Figure 1. Congestion heat map (run 1).
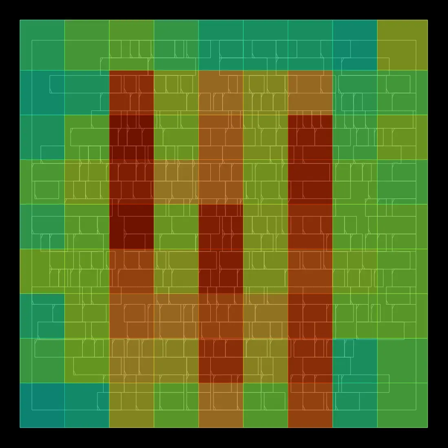
Figure 2. Nets reached from selected ports (run 1).
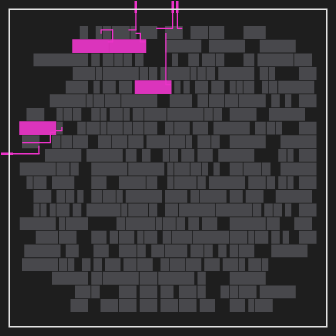
Figure 3. Met1 routing (run 1).
Supply wires on this layer in grey.
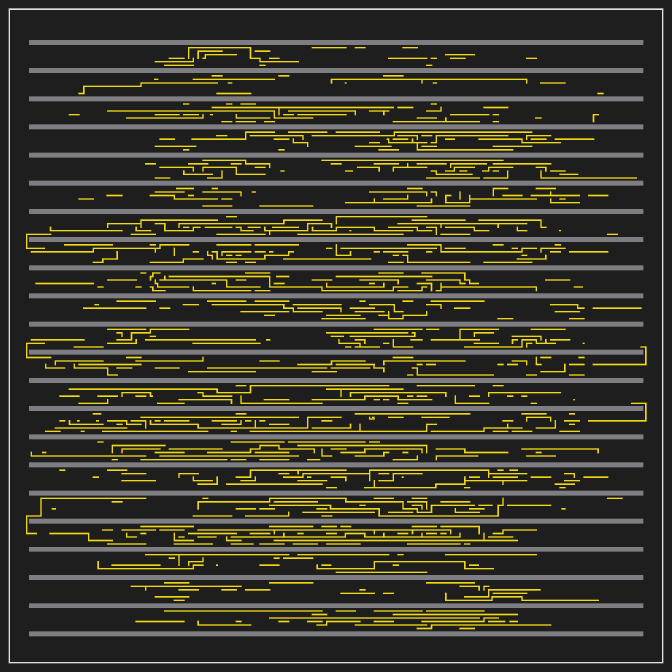
Figure 4. Cell classes on the final placement (run 1).
Scale bar: 20 um. Fill, decap, tap and diode cells in grey.
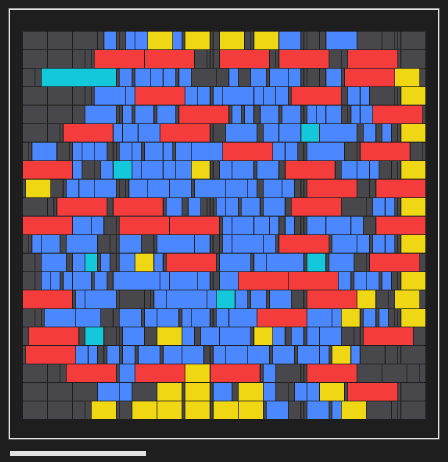
## src/rtl/score_display_ctrl.sv

```systemverilog
// Score display controller: binary score to three BCD digits
// via serial double-dabble, with leading-zero blanking and range flag.
module score_display_ctrl #(
  parameter int MAX_SCORE = 300,
  parameter bit BLANK_LZ  = 1'b1
) (
  input  logic       clk,
  input  logic       rst,
  input  logic       score_valid,
  input  logic [8:0] score,
  output logic       score_ready,
  output logic [3:0] hundreds,
  output logic [3:0] tens,
  output logic [3:0] ones,
  output logic       busy,
  output logic       disp_update,
  output logic       range_err
);

  typedef enum logic [1:0] {
    IDLE,
    CONV,
    UPDATE
  } state_e;

  localparam logic [9:0] MAX_LIM = 10'(MAX_SCORE);
  localparam logic [3:0] BLANK   = 4'hF;
  localparam logic [3:0] RST_H   = BLANK_LZ ? BLANK : 4'h0;
  localparam logic [3:0] RST_T   = BLANK_LZ ? BLANK : 4'h0;
  localparam logic [3:0] RST_O   = 4'h0;
  localparam logic [3:0] LAST    = 4'd8;

  state_e      state_q, state_d;
  logic [8:0]  bin_q, bin_d;
  logic [11:0] bcd_q, bcd_d;
  logic [3:0]  cnt_q, cnt_d;
  logic [3:0]  hund_q, hund_d;
  logic [3:0]  tens_q, tens_d;
  logic [3:0]  ones_q, ones_d;
  logic        upd_q, upd_d;
  logic        rerr_q, rerr_d;

  logic [11:0] bcd_adj;
  logic [11:0] bcd_sh;
  logic [8:0]  bin_sh;
  logic        in_range;
  logic        h_blank;
  logic        t_blank;

  function automatic logic [3:0] add3(input logic [3:0] n);
    return (n >= 4'd5) ? n + 4'd3 : n;
  endfunction

  // One double-dabble step and the blanking decode of the result
  always_comb begin
    bcd_adj  = {add3(bcd_q[11:8]), add3(bcd_q[7:4]), add3(bcd_q[3:0])};
    bcd_sh   = {bcd_adj[10:0], bin_q[8]};
    bin_sh   = {bin_q[7:0], 1'b0};
    in_range = ({1'b0, score} <= MAX_LIM);
    h_blank  = BLANK_LZ && (bcd_q[11:8] == 4'd0);
    t_blank  = h_blank && (bcd_q[7:4] == 4'd0);
  end

  // Next-state and datapath update for the conversion sequence
  always_comb begin
    state_d = state_q;
    bin_d   = bin_q;
    bcd_d   = bcd_q;
    cnt_d   = cnt_q;
    hund_d  = hund_q;
    tens_d  = tens_q;
    ones_d  = ones_q;
    rerr_d  = rerr_q;
    upd_d   = 1'b0;
    unique case (state_q)
      IDLE: begin
        if (score_valid) begin
          bin_d = score;
          bcd_d = '0;
          cnt_d = '0;
          if (in_range) begin
            rerr_d  = 1'b0;
            state_d = CONV;
          end else begin
            rerr_d  = 1'b1;
            state_d = UPDATE;
          end
        end
      end
      CONV: begin
        bcd_d = bcd_sh;
        bin_d = bin_sh;
        cnt_d = cnt_q + 4'd1;
        if (cnt_q == LAST) begin
          state_d = UPDATE;
        end
      end
      UPDATE: begin
        if (rerr_q) begin
          hund_d = BLANK;
          tens_d = BLANK;
          ones_d = BLANK;
        end else begin
          hund_d = h_blank ? BLANK : bcd_q[11:8];
          tens_d = t_blank ? BLANK : bcd_q[7:4];
          ones_d = bcd_q[3:0];
        end
        upd_d   = 1'b1;
        state_d = IDLE;
      end
      default: begin
        state_d = IDLE;
      end
    endcase
  end

  // State and datapath registers; reset aborts any conversion
  always_ff @(posedge clk) begin
    if (rst) begin
      state_q <= IDLE;
      bin_q   <= '0;
      bcd_q   <= '0;
      cnt_q   <= '0;
      hund_q  <= RST_H;
      tens_q  <= RST_T;
      ones_q  <= RST_O;
      upd_q   <= 1'b0;
      rerr_q  <= 1'b0;
    end else begin
      state_q <= state_d;
      bin_q   <= bin_d;
      bcd_q   <= bcd_d;
      cnt_q   <= cnt_d;
      hund_q  <= hund_d;
      tens_q  <= tens_d;
      ones_q  <= ones_d;
      upd_q   <= upd_d;
      rerr_q  <= rerr_d;
    end
  end

  // Handshake and status decoded straight from state
  always_comb begin
    score_ready = (state_q == IDLE);
    busy        = (state_q != IDLE);
    hundreds    = hund_q;
    tens        = tens_q;
    ones        = ones_q;
    disp_update = upd_q;
    range_err   = rerr_q;
  end

endmodule

```

## config.mk

```make
export PLATFORM = sky130hd
export DESIGN_NAME = score_display_ctrl
export DESIGN_NICKNAME = d
export VERILOG_FILES = /design/src/rtl/score_display_ctrl.sv
export SDC_FILE = /design/constraint.sdc
export NUM_CORES = 1
export LEC_CHECK = 0
export CAP_MARGIN = 30
export CORE_MARGIN = 1.5
export CORE_UTILIZATION = 62
export CTS_BUF_LIST = sky130_fd_sc_hd__clkbuf_4 sky130_fd_sc_hd__clkbuf_8
export DETAILED_ROUTE_END_ITERATION = 8
export PLACE_DENSITY = 0.95
export SLEW_MARGIN = 15
export SYNTH_ARGS = -nofsm -noshare
export SYNTH_HDL_FRONTEND = slang
export SYNTH_SLANG_ARGS = --single-unit
export TNS_END_PERCENT = 10
```

## constraint.sdc

```tcl
create_clock -name clk -period 2.7 [get_ports clk]
set_input_delay 0.54 -clock clk [delete_from_list [all_inputs] [get_ports clk]]
set_output_delay 0.54 -clock clk [all_outputs]
set_load 0.01 [all_outputs]
```

==> metrics.yaml, run 1 <==
run_status: "completed"
place.detailed.instances: 313
syn_nets: 271
share_of_power_burned_in_the_clock_network: 0.308
achievable-frequency_mhz: 456
num_rows: 21
reg2reg_depth: 4
fin_crit_ns: 2.19
pg_seq_mw: 0.656
unrepaired_setup_endpoints_after_global_routing: "false"
power_per_cell_area_nw_per_um2: 502
yosys.cell_types.count: 49
endpoint: "range_err"
tightest_slew_ns: 0.571
combinationalPowerShare: 0.179
tritoncts: "done"
first_pass_grt_wire_length_um: 7930
layout.cells.most_common_list: "sky130_fd_sc_hd__dfxtp_1, sky130_fd_sc_hd__clkdlybuf4s50_1, sky130_fd_sc_hd__inv_1, sky130_fd_sc_hd__a21oi_1, sky130_fd_sc_hd__nor2_1"
synthDominantAreaCellType: "sky130_fd_sc_hd__dfxtp_1"
htree_levels: 2
hold_path_depth: 2
clk-power_mw: 0.395
worst-path-stages: 1
gpl.final_weighted_congestion: 0.867
yosys.cell_count.top_type: "sky130_fd_sc_hd__dfxtp_1"
clk_pin_slew_ns: 0.13
layout_top_cell_excl_fill_tap: "sky130_fd_sc_hd__dfxtp_1"
routed_via_density: 5.89
log.warning_count: 31
setup_viol: 0
post_synth_ao_oa_area_fraction: 0.259
ys_async_sr_fraction: 0
worstHoldStart: "ones[0]"
initial_antenna_violation_count: 0
numCtsBuffers: 5
ys_area_um2: 2230
slew_headroom: 0.618
clock_latency_ns: 0.36
dieArea_um2: 3970
syn-cell-area_um2: 2230
timing.hold.ws_ns: 0.462
design_power_total_mw: 1.28
cts_post_setup_buffers_inserted: 0
worstReg2RegEnd: "state_q[1]"
cap_viol_max_count: 0
floorplan.core_util: 0.658
peakVddDrop_uv: 431
synthFlopType: "sky130_fd_sc_hd__dfxtp_1"
p_sw_frac: 0.279
report.final.slew_viol_count: 0
worstPathCellList: "clkdlybuf4s50_1"
layout.filler_cells: 242
critPathLaunchType: "flop"
postRouteAntennaNets: 0
seqCellArea_um2: 821
p_int_mw: 0.924
die-width_um: 63.0
netlist_logic_family_top: "AND-OR/OR-AND gates"
fin_setup_tns_ns: 0
detail_route.first_pass.iterations: 4
cellLeakagePower_nw: 0.859
hp-class: "flop to flop"
timing.critical_path.slowest_stage_cell: "sky130_fd_sc_hd__dfxtp_1"
insertedDiodeCount: 0
post_synth_main_area_contributors: "sky130_fd_sc_hd__dfxtp_1, sky130_fd_sc_hd__ha_1, sky130_fd_sc_hd__a21oi_1, sky130_fd_sc_hd__nand3_1, sky130_fd_sc_hd__inv_1"
timing.critical_path.to_type: "output port"
place_area_um2: 2480
ys_sh_simple: 0.216
top_power_group: "registers"
mi_logic_area_um2: 1210
die_y_um: 63.0
worst_path_dominant_cell_family: "flip-flops"
post-place-ws_ns: 0.536
worstHoldEndpoint: "ones[0]"
layout.cells.non_filler: 320
postSynthSeqShare: 0.368
yosysWarnings: 0
post_synth_fa_ha_maj_area_fraction: 0.0505
hold_violations: 0
remaining_drc_errors: 0
finalWorstSetupSlack_ns: 0.505
synth_stat.cells: 250
edff_count_synth: 0
largest_stage_delay_on_the_critical_path_ns: 0.66
r2r-start: "state_q[1]"
setup.worst_path.start: "range_err"
drive_gt1_frac: 0.131
post_syn_instances: 250
grt_overflow: 0
r2r_setup_slack_ns: 1.13
boundaryPins: 28
fin_nets: 295
worstSetupPathType: "flop to output port"
area_growth_pct: 14.4
critical_path_arrival_ns: 1.65
fin_util: 0.753
deepest_clock_path_buffer_count: 2
initial_drc_count: 103
Notes on Figure 1 above:
Global Route met3 Usage: 0.0541
post-detailed-route wirelength per cell: 14.6 um
overall routing resource usage: 0.253

Notes on Figure 2 above:
- magenta: `ones` (bits 4; direction output; edge 3 north, 1 west; end cells 4; buffers 4; wire 54.7 um)

Notes on Figure 3 above:
- main direction: horizontal
- share of all routed wire: 48%
wirelength, routed: 4680 um
fraction of met1 tracks used by global routing: 0.313
DR vias: 1885

Notes on Figure 4 above:
- cyan: clock drivers and dummy loads (cells 7; share of their area 2.9%)
- blue: remaining logic cells (cells 193; share of their area 52%)
- red: registers (cells 41; share of their area 33%)
- yellow: remaining buffers and delay cells (cells 33; share of their area 13%)

## run 1: registers in the layout, summed over array words and instances (netlist names)
register	cells
bcd_q	12
bin_q	9
cnt_q	4
disp_update	1
hundreds	4
ones	4
range_err	1
state_q	2
tens	4
## run 1: metal layers
| metal | part of all wire | vias up | global-route usage |
|---|---|---|---|
| li1 | - | 950 | - |
| met1 | 0.48 | 890 | 0.313 |
| met2 | 0.47 | 39 | 0.411 |
| met3 | 0.037 | 6 | 0.0541 |
| met4 | 0.016 | 0 | 0.131 |
| met5 | 0 | - | 0 |
## run 1: layout make-up
class                   count  area share
inverters                  20      0.0294
repair buffers             33       0.124
clock buffers               5      0.0147
flip-flops and latches     41       0.322
well taps                  46      0.0226
clock inverters             2      0.0137
multi-input cells         173       0.474
Figure 5. Cell density map (run 1).
The die is cut into 6 by 6 equal tiles; white is low, dark blue is high, 0 to 100% covered.
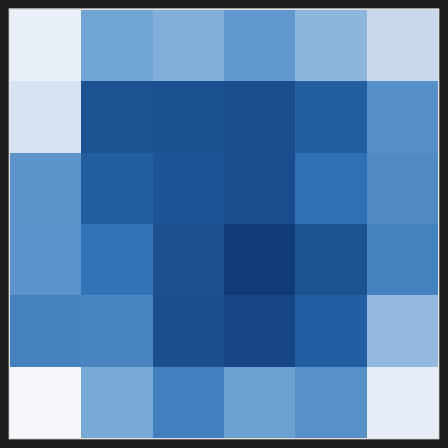

==> run 1 -> run 2 <==
--- a/config.mk
+++ b/config.mk
@@ -7,10 +7,10 @@
 export LEC_CHECK = 0
 export CAP_MARGIN = 30
 export CORE_MARGIN = 1.5
-export CORE_UTILIZATION = 62
+export CORE_UTILIZATION = 52
 export CTS_BUF_LIST = sky130_fd_sc_hd__clkbuf_4 sky130_fd_sc_hd__clkbuf_8
 export DETAILED_ROUTE_END_ITERATION = 8
-export PLACE_DENSITY = 0.95
+export PLACE_DENSITY = 0.86
 export SLEW_MARGIN = 15
 export SYNTH_ARGS = -nofsm -noshare
 export SYNTH_HDL_FRONTEND = slang
==> constraint.sdc (replaced) <==
create_clock -name clk -period 1.86 [get_ports clk]
set_input_delay 0.372 -clock clk [delete_from_list [all_inputs] [get_ports clk]]
set_output_delay 0.372 -clock clk [all_outputs]
set_load 0.01 [all_outputs]
Figure 6. Cell density map (run 2).
The die is cut into 7 by 7 equal tiles; white is low, dark blue is high, 0 to 100% covered.
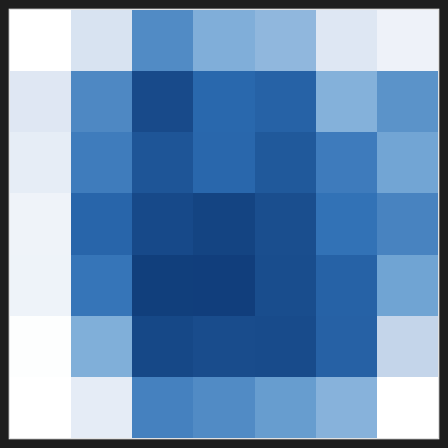
- densest ninth of the die: centre
- mean over tiles: 56%
- fullest tile: 94%

Figure 7. Nets reached from selected ports (run 2).
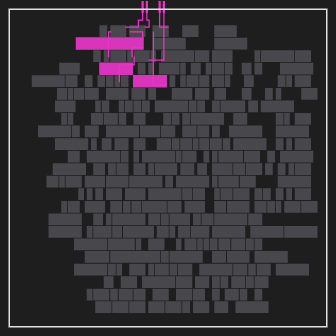
- magenta: `ones` (bits 4; direction output; edge north; end cells 4; buffers 4; wire 68.8 um)
number of buffers inserted by port buffering: 27
boundary pin count: 28

==> run 2 against run 1 <==
- clock skew is 0.0055 ns lower
- worst setup slack worse by 0.40 ns
- highest routed layer unchanged
- register-to-register slack worse by 0.83 ns
- combinational power is 58% higher
- first-iteration DRC count is 69% higher
- die area is 18% higher
- sequential share of layout area is 1.4 points lower
- via count is 3.3% higher
- non-clock buffer count is 7 higher
- flip-flop count stayed put
- routed wire length is 6.7% higher
- synthesized area stayed put
==> metrics.yaml, run 2 <==
buf_share: 0.143
met3_length_um: 243
routed_via_density: 5.86
initial_antenna_violation_count: 0
post_synth_fa_ha_maj_area_fraction: 0.0505
insertedDiodeCount: 0
yosysWarnings: 0
netlist_logic_family_top: "AND-OR/OR-AND gates"
hold_path_depth: 2
overall_routing_resource_usage: 0.238
power_per_cell_area_nw_per_um2: 778
area_growth_pct: 19.7
numCtsBuffers: 5
ys_area_um2: 2230
syn_nets: 271
worstReg2RegEnd: "hundreds[3]"
htree_levels: 2
r2r-start: "state_q[1]"
remaining_drc_errors: 0
gpl.final_weighted_congestion: 0.839
synthDominantAreaCellType: "sky130_fd_sc_hd__dfxtp_1"
unrepaired_setup_endpoints_after_global_routing: "false"
yosys.cell_count.top_type: "sky130_fd_sc_hd__dfxtp_1"
postSynthSeqShare: 0.368
grt_overflow: 0
groute.layer.met3.usage: 0.0592
first_pass_grt_wire_length_um: 8310
postRouteAntennaNets: 0
worstHoldEndpoint: "ones[1]"
met2WireLength_um: 2350
reg2reg_depth: 4
syn-cell-area_um2: 2230
nNonClkBuffers: 40
largest_stage_delay_on_the_critical_path_ns: 0.54
fin_nets: 302
place_area_um2: 2530
clk_pin_slew_ns: 0.08
worst_path_dominant_cell_family: "buffers and inverters"
combinationalPowerShare: 0.175
achievable-frequency_mhz: 569
critPathLaunchType: "flop"
layout.clock_buffers: 7
largest_reg_flops: 12
drive_gt1_frac: 0.160
fin_crit_ns: 1.76
largest-register: "bcd_q"
cap_viol_max_count: 0
ys_sh_simple: 0.216
multiInputCombCellCount: 173
top_area_cell_class: "logic gates"
worstPathCellList: "clkinv_1, nand2_1, clkdlybuf4s50_1"
timing.critical_path.to_type: "output port"
r2r_setup_slack_ns: 0.30
die_y_um: 68.5
report.final.slew_viol_count: 0
wl_met1_um: 2370
edff_count_synth: 0
mi_logic_area_um2: 1210
clock_latency_ns: 0.30
fin_util: 0.658
finalWorstSetupSlack_ns: 0.103
setup.worst_path.start: "state_q[0]"
hold_violations: 0
top_power_group: "registers"
design_power_total_mw: 2.08
ys_async_sr_fraction: 0
peakVddDrop_uv: 414
combAreaFraction: 0.453
timing.critical_path.slowest_stage_cell: "sky130_fd_sc_hd__clkdlybuf4s50_1"
nonClockInverterCount: 20
synthFlopType: "sky130_fd_sc_hd__dfxtp_1"
worstHoldStart: "ones[1]"
pg_seq_mw: 0.945
routed_wire_length_per_instance_um: 15.1
log.warning_count: 31
place.detailed.instances: 322
layout.cells.non_filler: 332
layout.cells.most_common_list: "sky130_fd_sc_hd__dfxtp_1, sky130_fd_sc_hd__clkdlybuf4s50_1, sky130_fd_sc_hd__a21oi_1"
seq_cells: 41
tritoncts: "done"
post_syn_instances: 250
tightest_slew_ns: 0.463
fin_setup_tns_ns: 0
synth_stat.cells: 250
slew_headroom: 0.691
detail_route.first_pass.iterations: 4
timing.hold.ws_ns: 0.455
share_of_power_burned_in_the_clock_network: 0.370
die-width_um: 68.5
post_synth_main_area_contributors: "sky130_fd_sc_hd__dfxtp_1, sky130_fd_sc_hd__ha_1, sky130_fd_sc_hd__a21oi_1, sky130_fd_sc_hd__nand3_1, sky130_fd_sc_hd__inv_1"
clk-power_mw: 0.768
well_tap_count: 50
run_status: "completed"
layout.filler_cells: 320
Figure 8. Cell classes on the final placement (run 2).
Scale bar: 20 um. Fill, decap, tap and diode cells in grey.
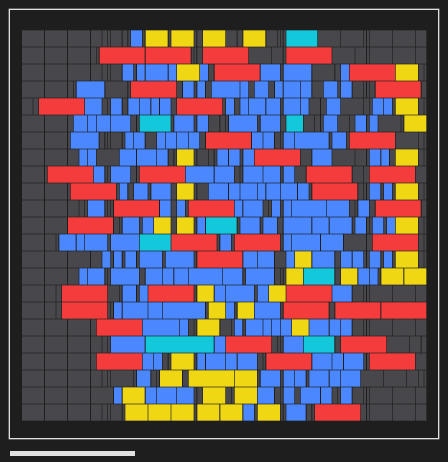
- yellow: remaining buffers and delay cells (cells 40; share of their area 15%)
- red: registers (cells 41; share of their area 31%)
- blue: remaining logic cells (cells 193; share of their area 49%)
- cyan: clock drivers and dummy loads (cells 8; share of their area 4.6%)

-- run 2: cell count changes in the layout (fill, tap and decap cells not counted) --
cell                       previous run  this run
sky130_fd_sc_hd__buf_4                6        12
sky130_fd_sc_hd__buf_12               0         1
sky130_fd_sc_hd__clkbuf_8             0         6
sky130_fd_sc_hd__clkinv_2             1         0
sky130_fd_sc_hd__inv_2                1         2
sky130_fd_sc_hd__inv_1               18        17
sky130_fd_sc_hd__clkbuf_4             5         1
-- run 2: how the worst max path moves through the flow --
stage	endpoint	depth (start not counted)
2_1_floorplan	score_ready	5
3_3_place_gp	bin_q[4]	5
3_5_place_dp	bin_q[1]	5
4_1_cts	score_ready	4
5_1_grt	busy	3
6_report	busy	3
Power is estimated from default activity; no workload was simulated.
